Signal wires on met1:
Scale bar: 20 um.
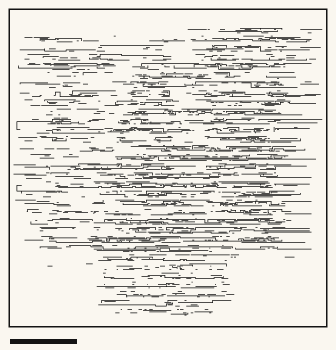
M2 wires:
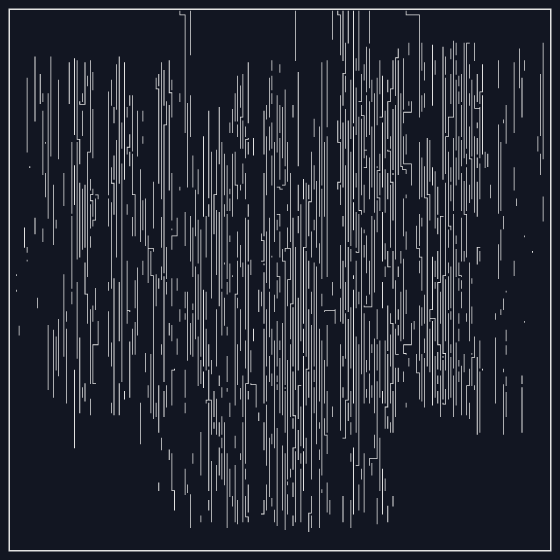
M3 wires:
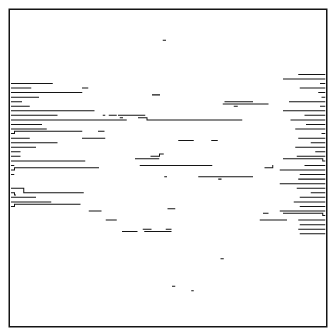
M4 wires:
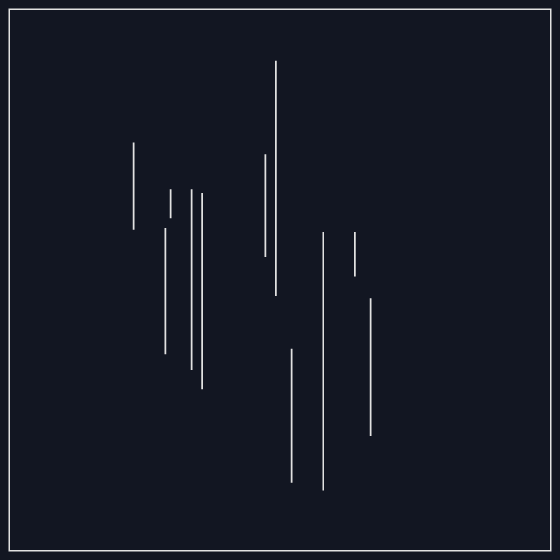
===== src/rtl/pe_pkg.sv =====
`default_nettype none
// ----------------------------------------------------------------------------
// pe_pkg : shared types for the mesh processing element (ctrl word, selects)
// Revision 1.0
// ----------------------------------------------------------------------------
package pe_pkg;

  localparam int c_ctrl_w = 11;

  typedef enum logic [1:0] {
    OP_ADD = 2'b00,
    OP_SUB = 2'b01,
    OP_AND = 2'b10,
    OP_MUL = 2'b11
  } opcode_e;

  typedef enum logic [2:0] {
    SRC_E    = 3'b000,
    SRC_S    = 3'b001,
    SRC_W    = 3'b010,
    SRC_N    = 3'b011,
    SRC_MEM  = 3'b100,
    SRC_ZERO = 3'b101,
    SRC_ONE  = 3'b110,
    SRC_ONES = 3'b111
  } src_sel_e;

  // 3'b110 and 3'b111 are unnamed and behave like DST_NONE
  typedef enum logic [2:0] {
    DST_E    = 3'b000,
    DST_S    = 3'b001,
    DST_W    = 3'b010,
    DST_N    = 3'b011,
    DST_ALL  = 3'b100,
    DST_NONE = 3'b101
  } dst_sel_e;

  typedef struct packed {
    dst_sel_e out_sel;
    src_sel_e op1_sel;
    src_sel_e op2_sel;
    opcode_e  opcode;
  } pe_ctrl_t;

endpackage
`default_nettype wire


===== src/rtl/pe_alu.sv =====
`default_nettype none
// ----------------------------------------------------------------------------
// pe_alu : combinational add/sub/and/mul, all results modulo 2^DW
// Revision 1.0
// ----------------------------------------------------------------------------
module pe_alu
  import pe_pkg::*;
#(
  parameter int DW = 8
) (
  input  logic [DW-1:0] a,
  input  logic [DW-1:0] b,
  input  opcode_e       opcode,
  output logic [DW-1:0] y
);

  // DW-wide result context drops carry, borrow and the product's upper half
  always_comb begin
    y = '0;
    case (opcode)
      OP_ADD:  y = a + b;
      OP_SUB:  y = a - b;
      OP_AND:  y = a & b;
      OP_MUL:  y = a * b;
      default: y = '0;
    endcase
  end

endmodule
`default_nettype wire


===== src/rtl/pe.sv =====
`default_nettype none
// ----------------------------------------------------------------------------
// pe : mesh processing element - operand muxes, ALU, local result register
//      and four neighbour-facing output registers
// Revision 1.0
// ----------------------------------------------------------------------------
module pe
  import pe_pkg::*;
#(
  parameter int DW = 8,
  parameter int OW = 5,
  parameter int CW = c_ctrl_w
) (
  input  logic          clk,
  input  logic          rst_n,
  input  logic [CW-1:0] ctrl,
  input  logic [DW-1:0] E,
  input  logic [DW-1:0] S,
  input  logic [DW-1:0] W,
  input  logic [DW-1:0] N,
  output logic [OW-1:0] OutputE,
  output logic [OW-1:0] OutputS,
  output logic [OW-1:0] OutputW,
  output logic [OW-1:0] OutputN,
  output logic [DW-1:0] Data_memory
);

  pe_ctrl_t      w_ctrl;
  logic [DW-1:0] w_op1;
  logic [DW-1:0] w_op2;
  logic [DW-1:0] w_result;

  logic [DW-1:0] r_data_memory;
  logic [OW-1:0] r_out_e;
  logic [OW-1:0] r_out_s;
  logic [OW-1:0] r_out_w;
  logic [OW-1:0] r_out_n;

  assign w_ctrl = pe_ctrl_t'(ctrl);

  function automatic logic [DW-1:0] pick(input src_sel_e sel,
                                         input logic [DW-1:0] e_in,
                                         input logic [DW-1:0] s_in,
                                         input logic [DW-1:0] w_in,
                                         input logic [DW-1:0] n_in,
                                         input logic [DW-1:0] mem);
    logic [DW-1:0] v;
    v = '0;
    case (sel)
      SRC_E:    v = e_in;
      SRC_S:    v = s_in;
      SRC_W:    v = w_in;
      SRC_N:    v = n_in;
      SRC_MEM:  v = mem;
      SRC_ZERO: v = '0;
      SRC_ONE:  v = DW'(1);
      SRC_ONES: v = '1;
      default:  v = '0;
    endcase
    return v;
  endfunction

  // Feedback reads the registered value, so accumulation is legal every cycle
  assign w_op1 = pick(w_ctrl.op1_sel, E, S, W, N, r_data_memory);
  assign w_op2 = pick(w_ctrl.op2_sel, E, S, W, N, r_data_memory);

  pe_alu #(.DW(DW)) u_alu (
    .a      (w_op1),
    .b      (w_op2),
    .opcode (w_ctrl.opcode),
    .y      (w_result)
  );

  always_ff @(posedge clk or negedge rst_n) begin
    if (!rst_n) begin
      r_data_memory <= '0;
      r_out_e       <= '0;
      r_out_s       <= '0;
      r_out_w       <= '0;
      r_out_n       <= '0;
    end else begin
      r_data_memory <= w_result;
      case (w_ctrl.out_sel)
        DST_E: r_out_e <= w_result[OW-1:0];
        DST_S: r_out_s <= w_result[OW-1:0];
        DST_W: r_out_w <= w_result[OW-1:0];
        DST_N: r_out_n <= w_result[OW-1:0];
        DST_ALL: begin
          r_out_e <= w_result[OW-1:0];
          r_out_s <= w_result[OW-1:0];
          r_out_w <= w_result[OW-1:0];
          r_out_n <= w_result[OW-1:0];
        end
        default: ;
      endcase
    end
  end

  assign Data_memory = r_data_memory;
  assign OutputE     = r_out_e;
  assign OutputS     = r_out_s;
  assign OutputW     = r_out_w;
  assign OutputN     = r_out_n;

endmodule
`default_nettype wire


===== config.mk =====
export PLATFORM = sky130hd
export DESIGN_NAME = pe
export DESIGN_NICKNAME = d
export VERILOG_FILES = /design/src/rtl/pe_pkg.sv /design/src/rtl/pe_alu.sv /design/src/rtl/pe.sv
export SDC_FILE = /design/constraint.sdc
export NUM_CORES = 1
export LEC_CHECK = 0
export CELL_PAD_IN_SITES_DETAIL_PLACEMENT = 1
export CELL_PAD_IN_SITES_GLOBAL_PLACEMENT = 1
export CORE_MARGIN = 2
export CORE_UTILIZATION = 42
export CTS_CLUSTER_DIAMETER = 30
export DETAILED_ROUTE_END_ITERATION = 10
export GPL_ROUTABILITY_DRIVEN = 1
export GPL_TIMING_DRIVEN = 0
export PLACE_DENSITY = 0.95
export REMOVE_ABC_BUFFERS = 1
export SYNTH_ARGS = -nofsm -noshare
export SYNTH_HDL_FRONTEND = slang
export SYNTH_SLANG_ARGS = --single-unit

===== constraint.sdc =====
create_clock -name clk -period 8.6 [get_ports clk]
set_input_delay 1.29 -clock clk [delete_from_list [all_inputs] [get_ports clk]]
set_output_delay 1.29 -clock clk [all_outputs]
set_load 0.03 [all_outputs]

==> results.toml <==
# physical design summary
[job]
warnings = 26

[placement]
portBuffers = 72
pre_cts_ws_ns = 1.31
dp.cells = 562
post-dp-hpwl_mm = 8.40

[synth]
yosys_area_um2 = 3430
ys_cells = 409
edf_count = 0
syn_avg_cell_area_um2 = 8.39
netlist_area_um2 = 3430
synth_cell_type_count = 60
ys_seq_share_pct = 20.4
synthCells = 409
synth.yosys.warnings = 0

[pwr]
p_comb_share_pct = 69.9
internal_power_mw = 0.586
p_per_area_nw_per_um2 = 263
finalPower_mw = 1.12
p_leak_nw = 1.83
p_sw_share_pct = 47.4

[final_timing]
clock.fmax_ghz = 0.142
setup_viol = 0
tns_ns = 0
min_period_ns = 7.04
setup_slack_ns = 1.56
finalClockPeriodUsage_pct = 81.8
finalMaxSlewViolations = 0
rsz0062_at_grt = "no"
tightest_slew_ns = 1.27
fin_skew_ns = 0.00289

[finish]
instances_no_fill = 566
final_util_pct = 54.3
synthToLayoutAreaGrowth_pct = 23.6
fin_area_um2 = 4240
fin_nets = 548
drive_above_1_share_pct = 7.97
fillers = 932
diodes = 0

[global_routing]
grt_first_pass_wirelength_mm = 17.9
grt_pass1_vias = 3730
grt_max_degree = 29
grt-ovfl-total = 0
antenna_found_initial = 0

[cts]
numCtsBuffers = 3
cts_max_path_buffers = 2
cts_tree = "built"
clk_latency_ns = 0.28
cts_num_sinks = 28
post_cts_resized = 0

[floorplanning]
fp-utilization_pct = 43.9
io_pins = 73
core_um2 = 7810
chip_area_um2 = 8900
die_h_um = 94.4

[drt]
wl_per_cell_um = 19.0
drc = 0
drtAntennaViolNets = 0
drtIter0Drc = 123
via_per_inst = 5.77

[worst_setup_path]
critPathCaptureType = "flop"
worstPathRequired_ns = 8.76
critical_path_class = "input pin to flop"
worstPathArrival_ns = 7.20

[outcome]
status = "finished clean"

[min_path]
hold_class = "flop to flop"
-- 'signal wires on met1' (at the start) --
longest straight run: 29.0 um
share of all routed wire: 41%
met1 Usage GRT: 30.1%
vias: 3,268
DRT Wirelength: 10.8 mm

-- 'M2 wires' (at the start) --
longest straight run: 38.1 um
wire length on this layer: 5,320 um
nets with wire on the layer: 507
share of all routed wire: 49%
main direction: vertical
grt met2 use: 46.4%

-- 'M3 wires' (at the start) --
longest straight run: 34.3 um
wire length on this layer: 755 um
nets with wire on the layer: 84

-- 'M4 wires' (at the start) --
longest straight run: 44.9 um
wire length on this layer: 265 um
main direction: vertical
share of all routed wire: 2.5%
nets with wire on the layer: 10

[critical path, stage by stage]
cell,delay [ns]
clkdlybuf4s50_1,1.15
or2_1,0.34
o211ai_1,0.13
a32oi_1,1.00
nor2_1,0.18
ha_1,0.36
ha_1,0.28
inv_1,0.05
fa_1,0.53
inv_1,0.04
ha_1,0.20
inv_1,0.07
fa_1,0.21
inv_1,0.06
a21o_1,0.18
a21oi_1,0.23
xnor2_1,0.19
xnor2_1,0.17
xnor2_1,0.17
xor2_1,0.23
o2111ai_2,0.12
[metal layers]
metal	part of all wire (%)	vias up	track usage, %
met5	0	-	0
met4	2.5	0	8.94
met3	7.0	22	4.63
met2	49	113	46.4
met1	41	1614	30.1
li1	-	1519	-
[cell usage after synthesis, drive strengths merged, types with 2 or more instances]
master,count,area (um2)
a211oi,3,40.0
a21o,3,22.5
a21oi,18,101
a221oi,4,35.0
a22oi,2,15.0
a2bb2oi,3,26.3
a31oi,2,12.5
a32oi,2,25.0
and3,2,12.5
buf,14,77.6
clkbuf,7,26.3
dfrtp,28,701
fa,13,260
ha,25,313
inv,46,173
mux2,17,191
mux2i,11,110
nand2,24,90.1
nand2b,12,75.1
nand3,3,15.0
nand3b,7,52.6
nor2,45,169
nor2b,9,56.3
nor3,9,45.0
o211ai,6,45.0
o21a,4,30.0
o21ai,22,114
o21bai,4,30.0
o22ai,6,43.8
o2bb2ai,3,26.3
o311ai,2,17.5
o32ai,2,25.0
o41ai,2,17.5
or2,6,37.5
or3,4,25.0
xnor2,23,201
xor2,5,43.8
[area by class of cell]
class / count / area (um2) / area share (%)
clock buffers: 3 / 41.3 / 0.974
clock inverters: 1 / 30.0 / 0.708
inverters: 46 / 173 / 4.07
multi-input cells: 314 / 2450 / 57.8
flip-flops and latches: 28 / 701 / 16.5
well taps: 102 / 128 / 3.01
repair buffers: 72 / 716 / 16.9
[final timing paths]
check	endpoint	slack [ns]	cells past startpoint	startpoint
min reg2reg	OutputN[4]	0.52	1	OutputN[4]
max	Data_memory[7]	1.56	21	ctrl[2]
min	OutputN[4]	0.52	1	OutputN[4]
max in group asynchronous	OutputN[1]	7.17	1	rst_n
max reg2reg	Data_memory[7]	3.57	20	Data_memory[1]
min in group asynchronous	OutputW[4]	1.01	1	rst_n
[flip-flops by register name, indices dropped and copies added (netlist names)]
register	cells
Data_memory	8
OutputS	5
OutputE	5
OutputN	5
OutputW	5
[cells in the final DEF, fill, tap and decap left out, drive strengths merged, types with 12 or more instances in the layout]
cell type / instances
a21oi: 18
xnor2: 23
nand2b: 12
inv: 46
dfrtp: 28
nor2: 45
clkdlybuf4s50: 71
fa: 13
nand2: 24
ha: 25
o21ai: 22
mux2: 17
[power by group through the flow]
stage          Sequential [mW]  Clock (mW)  Combinational (mW)
6_report                 0.229       0.107               0.780
3_5_place_dp             0.229           0               0.778
2_1_floorplan            0.330           0               0.393
5_1_grt                  0.235       0.112               0.854
3_3_place_gp             0.225           0               0.743
4_1_cts                  0.228       0.108               0.785
[kinds of logic after synthesis]
group	Yosys count	synth area share, %
mux	29	9.45
buf+inv	67	8.06
simple gates	125	17.7
fa+ha+maj	38	16.7
compound gates	93	19.8
xor+xnor	29	7.81
flops	28	20.4
